Design maze_mem_arbiter, sky130hd; sources not shown.
floorplan.png
(8 px per micron) Pins as bars on the die edge.
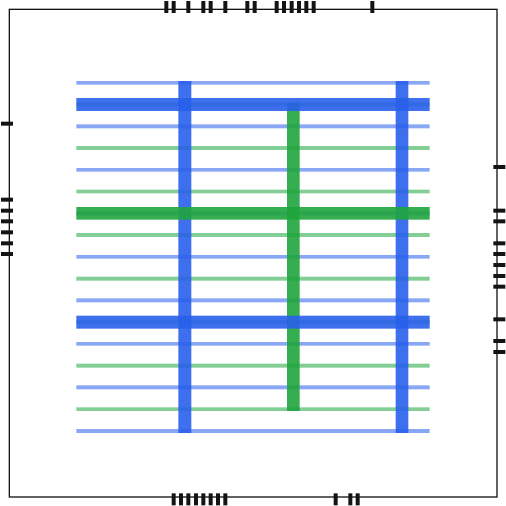
Blue is VSS. Green is VDD.
3 straps on met5. 44 signal pins sit on the boundary. The core has 16 rows. 3 straps on met4. 17 met1 rails follow the rows.
Core Area: 1922 sq um
Die Y: 60.78 microns
worst vdd ir: 894.0 uV
die width: 60.78 microns

route_heat.png
(6 px per micron) 12 x 12 tiles, from dark purple (low) to yellow (high), scaled to the fullest tile. Values are wire area over tile area, all layers added.
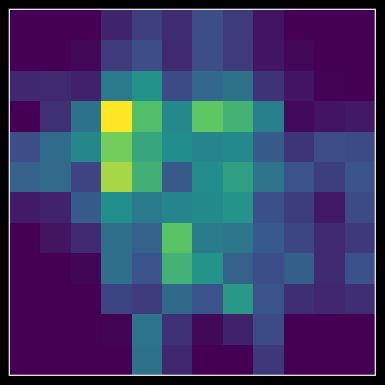
The emptiest ninth of the die: bottom left. 26% of the tiles are nearly empty. The mean over all tiles is 0.11. The densest ninth of the die: middle. The fullest tile reaches 0.47.
mean routed wirelength per cell: 15.27 microns
GR Util All Layers: 0.1369

==> summary.txt <==
run metrics: run status complete, no violations, most frequent logic cell in the layout clkdlybuf4s50_1, clk_skew 0.001718 ns, # DRC 0, global placement routability congestion 0.7139, sw frac 0.3673, worst-path cell chain inv_1 > ha_1 > nor2b_1 > clkdlybuf4s50_1, # clk buffers 3, Comb. pwr just over 900 uW, Slew Viols, Final 0, CTS Buf Count 3, grt met2 use 0.2338, synth unique cells 24, kind of cell adding the most delay to the critical path buffers and inverters, synthesized cell area just over 800 sq um, Non-Filler Instances 160, Signal buf overhead 0.3475, P_clk around 210 uW, post-route ant nets 0, Highest Signal Layer met4, GR Layer Usage met1 0.1483, Hold-fix buffers, CTS 0, synth warn 0, clk latency late pin around 0.24 ns, CP required 1.84 ns, n_diodes 0, initial antenna violation count 0, final setup vio count 0, fin nets 164, tool warnings 29, Area growth syn-to-layout 61.19%, die area around 3700 sq um, syn nets 119, Well Taps 27, crit-path max cell delay 0.54 ns, Yosys reg bits 15, Fmax approximately 0.47 GHz, critical-path cell with the highest stage delay clkdlybuf4s50_1, M3 GR Usage 0.04449, multi-input gates 63, row count 16, Crit path arrival time 1.65 ns, Main power group combinational logic, # fillers 170, logic share of the area 0.2975, GR peak layer met2, Area leader share 0.4262, CTS clock-pin slew for the worst setup and hold paths 0.06 ns, Crit Path Max Fanout 4, Seq/total area 0.2842, invs w/o clock 4, IO Pins 44, drt first-iter violations 29, Seq cells 15, Adder Area Share 0.06088, Root Buffer clkbuf_8, Reg power frac 0.306, ys cells 89, met3 wire length 153 microns, Mapped Avg Cell Area 9.236 sq um, CP Launch Type register, worst-margin pin slew approximately 1.2 ns, chip area line of the yosys report approximately 800 sq um, number of flip-flops in the largest register 8, Clock-cell share 0.03399, fin crit share 0.9194, vias per cell 5.213, first-pass GRT wire length slightly below 4 mm, Max Buffers Root-to-Sink 2, instance count on the critical path 4, Cells after Synth 89, Post-DP HPWL 1.860 mm, Clk pwr share 0.130, Buffers excl. clock 47, Flop area 376.6 sq um, final hold slack 0.4962 ns, fp util 0.4277, hold path cells 2, WP buf/inv 2, MaxCap Viol Count 0, via count 834, pin count of the biggest net entering global routing 16, Setup TNS Final 0 ns, H-Tree Depth 1, Comb area between 300 and 400 sq um, fin crit period 2.115 ns, aoi share 0.1294, Post-Synth XOR/XNOR Area 0
-- cell usage after synthesis, drive strengths merged --
cell	instances
o21ai	2
a21oi	1
nor2	2
clkbuf	5
or3	1
and2	3
mux2	3
inv	4
dfstp	1
o21a	1
nand2	20
ha	4
a22o	1
nor2b	4
dfrtp	14
o211ai	10
buf	2
nand4	10
nor3	1
-- per-stage QoR --
step           total power, uW  cell area (sq um)
2_1_floorplan            971.7              822.0
3_3_place_gp              1382               1280
3_5_place_dp              1412               1280
4_1_cts                   1628               1325
5_1_grt                   1732               1325
6_report                  1614               1325
-- worst min-delay path: stages (launching register included) --
cell and delay, ns:
dfrtp_1 0.34, nand2_1 0.05, o211ai_1 0.07
Power and IR drop assume default switching activity.
